Design branch_flag_ctrl, sky130hd; sources not shown.
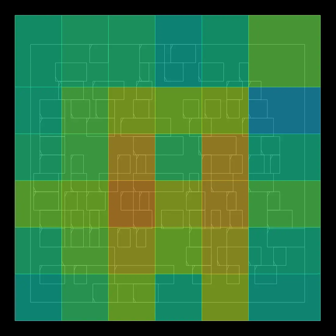
*Routing congestion map, run 1*
met2 Track Usage GR: 0.217
drt wl/cell: 12.0 um

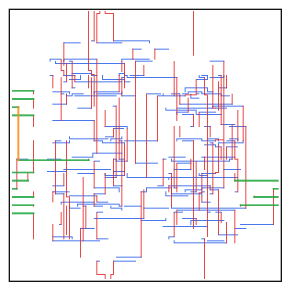
*Routed metal, one color a layer, run 1*
Scale: 6 px per um.
metal 2 -> red  # wire length 583 um
metal 4 -> orange  # wire length 8.80 um
metal 3 -> green  # wire length 58.0 um
metal 1 -> blue  # wire length 541 um
DR vias: 527
DRT Wirelength: 1190 um

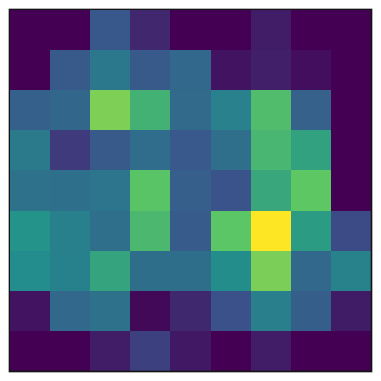
*Routed metal per tile, run 1*
Scale: 8 px per um. The die is cut into 9 by 9 equal tiles; dark purple is low, yellow is high, scaled to the fullest tile. Values are wire area over tile area, all layers added.
densest ninth of the die = middle right
mean over tiles = 0.092
emptiest ninth of the die = upper right
nearly empty tiles = 20%
fullest tile = 0.31
GRT Overall Usage: 0.132

==> deck_impl_summary.md, run 1 <==
Key Metrics from the Run

Status
  – Run status: finished with violations
  – Failing checks: setup timing

Timing
  – Setup TNS: -0.0915 ns
  – Final setup viols: 1
  – Worst Slack Setup Final: -0.0915 ns
  – RSZ-0062 raised after global routing: yes

Synth
  – Yosys adder share: 0
  – Main synth FF type: dfxtp_1
  – Dominant comb cell: simple AND/OR/NAND/NOR gates
  – Synth Warn #: 6
  – Post-synth top cells: 9 x nand2_1, 6 x a21oi_1, 5 x dfxtp_1
  – Synth Cell Area: a little over 400 um^2
  – Cell variety after synth: 27

Power
  – Internal power: 0.184 mW
  – Clk pwr: 0.0870 mW
  – P_seq: 0.0840 mW

Route
  – Detail-routed via count per cell: about 5.3

Critical path
  – R2R setup slack: 1.65 ns

Placement
  – Placement-stage worst setup slack: -1.28 ns

Clock network
  – CTS tree: done
[run 1: worst min-delay path, stage by stage (launching register included)]
cell,delay (ns)
dfxtp_2,0.34
nand2_1,0.06
a21oi_1,0.05
[run 1: timing repair]
| item | CTS | global route |
|---|---|---|
| resized | 28 | 13 |
| pin swaps | 6 | 3 |
| setup buffers | 2 | 0 |
| endpoints found under the setup margin | 2 | 2 |
| endpoints found under the hold margin | 0 | 0 |
[run 1: final cells by class]
type / count / area, um^2
clock buffer: 4 / 26.3
sequential: 5 / 105
inverter: 2 / 7.51
tap: 16 / 20.0
fill: 196 / 843
buffer: 1 / 5.00
multi-input combinational: 49 / 325
timing repair buffer: 22 / 209
[run 1: cell families after synthesis]
group	after synthesis
and+or+nand+nor	29
DFF	5
buffers and inverters	3
xor gates and xnor gates	2
AOI/OAI and AO/OA	18
### Metal 3, run 1

Scale: 6 px per um. Cells faint in the background.
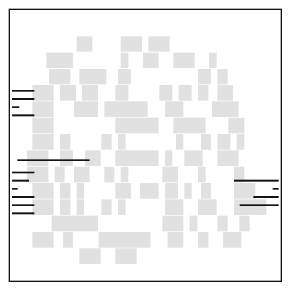

--- run 2 (diff from run 1) ---
--- a/config.mk
+++ b/config.mk
@@ -13,6 +13,8 @@
 export DETAILED_ROUTE_END_ITERATION = 7
 export GPL_ROUTABILITY_DRIVEN = 0
 export GPL_TIMING_DRIVEN = 0
+export HOLD_SLACK_MARGIN = 0.03
+export MAX_ROUTING_LAYER = met4
 export PLACE_DENSITY_LB_ADDON = 0.05
 export SYNTH_ARGS = -nofsm -noshare
 export SYNTH_HDL_FRONTEND = slang
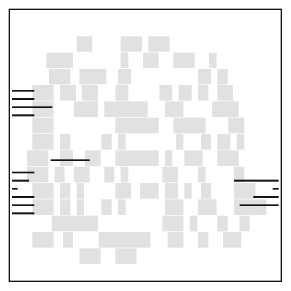
*Metal 3, run 2*
Scale: 6 px per um. Cells faint in the background.
share of all routed wire = 4.9%
wire length on this layer = 58.0 um
main direction = horizontal
longest straight run = 7.10 um
nets with wire on the layer = 14
met3 usage: 0.0240

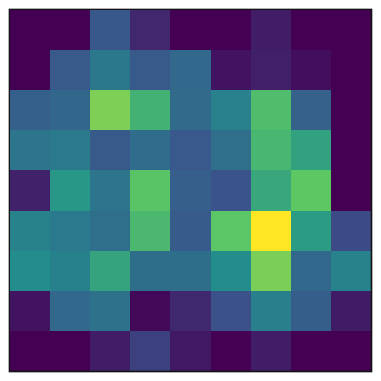
*Routed metal per tile, run 2*
Scale: 8 px per um. The die is cut into 9 by 9 equal tiles; dark purple is low, yellow is high, scaled to the fullest tile. Values are wire area over tile area, all layers added.
fullest tile = 0.31
densest ninth of the die = middle right
emptiest ninth of the die = upper right
nearly empty tiles = 20%
tiles over half the peak = 19%
GRT Overall Usage: 0.136

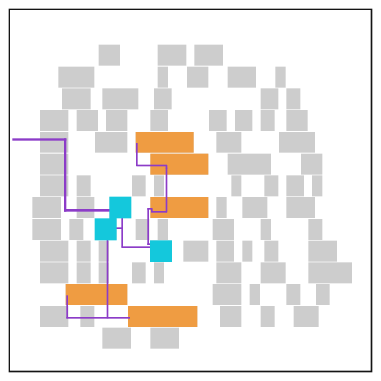
*Routed clock nets over the placement, run 2*
Scale: 8 px per um.
clock wires -> purple  # length 76.3 um
clock drivers -> cyan  # count 3
flip-flops -> orange  # count 5
routed clock nets = 4
clk pwr: 0.0870 mW
Latency at later pin: 0.23 ns

==> run 2 against run 1 <==
Net effect: the flow still finishes with violations (setup timing); global-route usage grew 0.39 points; clock-buffer cell count is the same; clock power about the same; worst hold slack unchanged; core utilization unchanged; die size stayed put; sequential power about the same; sequential cell count is the same; area after synthesis is the same; largest cell class unchanged.
==> deck_impl_summary.md, run 2 <==
Key Metrics from the Run

Finish
  – Sequential share of cell area: 0.151 (unchanged)
  – Clock Buffer Count: 4 (unchanged)
  – Seq cells: 5 (unchanged)
  – Fraction of area in non-clock buffers: 0.306 (unchanged)
  – Logic cell area: 325 um^2 (unchanged)
  – Combinational gates: 49 (unchanged)
  – Comb area share: 0.466 (unchanged)
  – Area-dominant class: combinational gates
  – Fillers: 196 (unchanged)
  – Logic inverters: 2 (unchanged)

Synth
  – Cell variety after synth: 27 (unchanged)
  – Post-synth top cells: 9 x nand2_1, 6 x a21oi_1, 5 x dfxtp_1
  – Synth Warn #: 6 (unchanged)
  – Main synth FF type: dfxtp_1

Route
  – Detail-routed via count per cell: 5.32 (unchanged)
  – DR vias: 527 (unchanged)
  – Drt wl/cell: 12.0 um (unchanged)

Clock network
  – Post-cts resize count: 28 (unchanged)
  – Post-CTS Setup Bufs: 2 (unchanged)
  – CTS tree: done

Critical path
  – R2R setup slack: 1.65 ns (about the same)

Timing
  – Setup TNS: -0.0915 ns (unchanged)
  – Worst Slack Setup Final: -0.0915 ns (unchanged)
  – Final setup viols: 1 (unchanged)

Status
  – Failing checks: setup timing
  – Run status: finished with violations

Placement
  – Placement-stage worst setup slack: -1.28 ns (unchanged)

Die
  – Taps Inserted: 16 (unchanged)
-- run 2: cell counts in the layout (fill, tap and decap cells not counted) --
Identical to the previous run, type by type.
-- run 2: cell families (layout without fill, tap and decap cells) --
| group | Yosys count | count (layout) | share of synthesized area |
|---|---|---|---|
| buffers and inverters | 3 | 29 | 0.0308 |
| DFF | 5 | 5 | 0.247 |
| AOI/OAI and AO/OA | 18 | 18 | 0.275 |
| and+or+nand+nor | 29 | 29 | 0.404 |
| xor gates and xnor gates | 2 | 2 | 0.0432 |
-- run 2: power breakdown --
part	leakage, nW	switching [mW]	total (mW)	internal, mW
Sequential	0.0419	0.00432	0.0840	0.0796
Combinational	0.210	0.0463	0.0929	0.0466
Clock	0.0150	0.0291	0.0870	0.0579
Power is estimated from default activity; no workload was simulated.
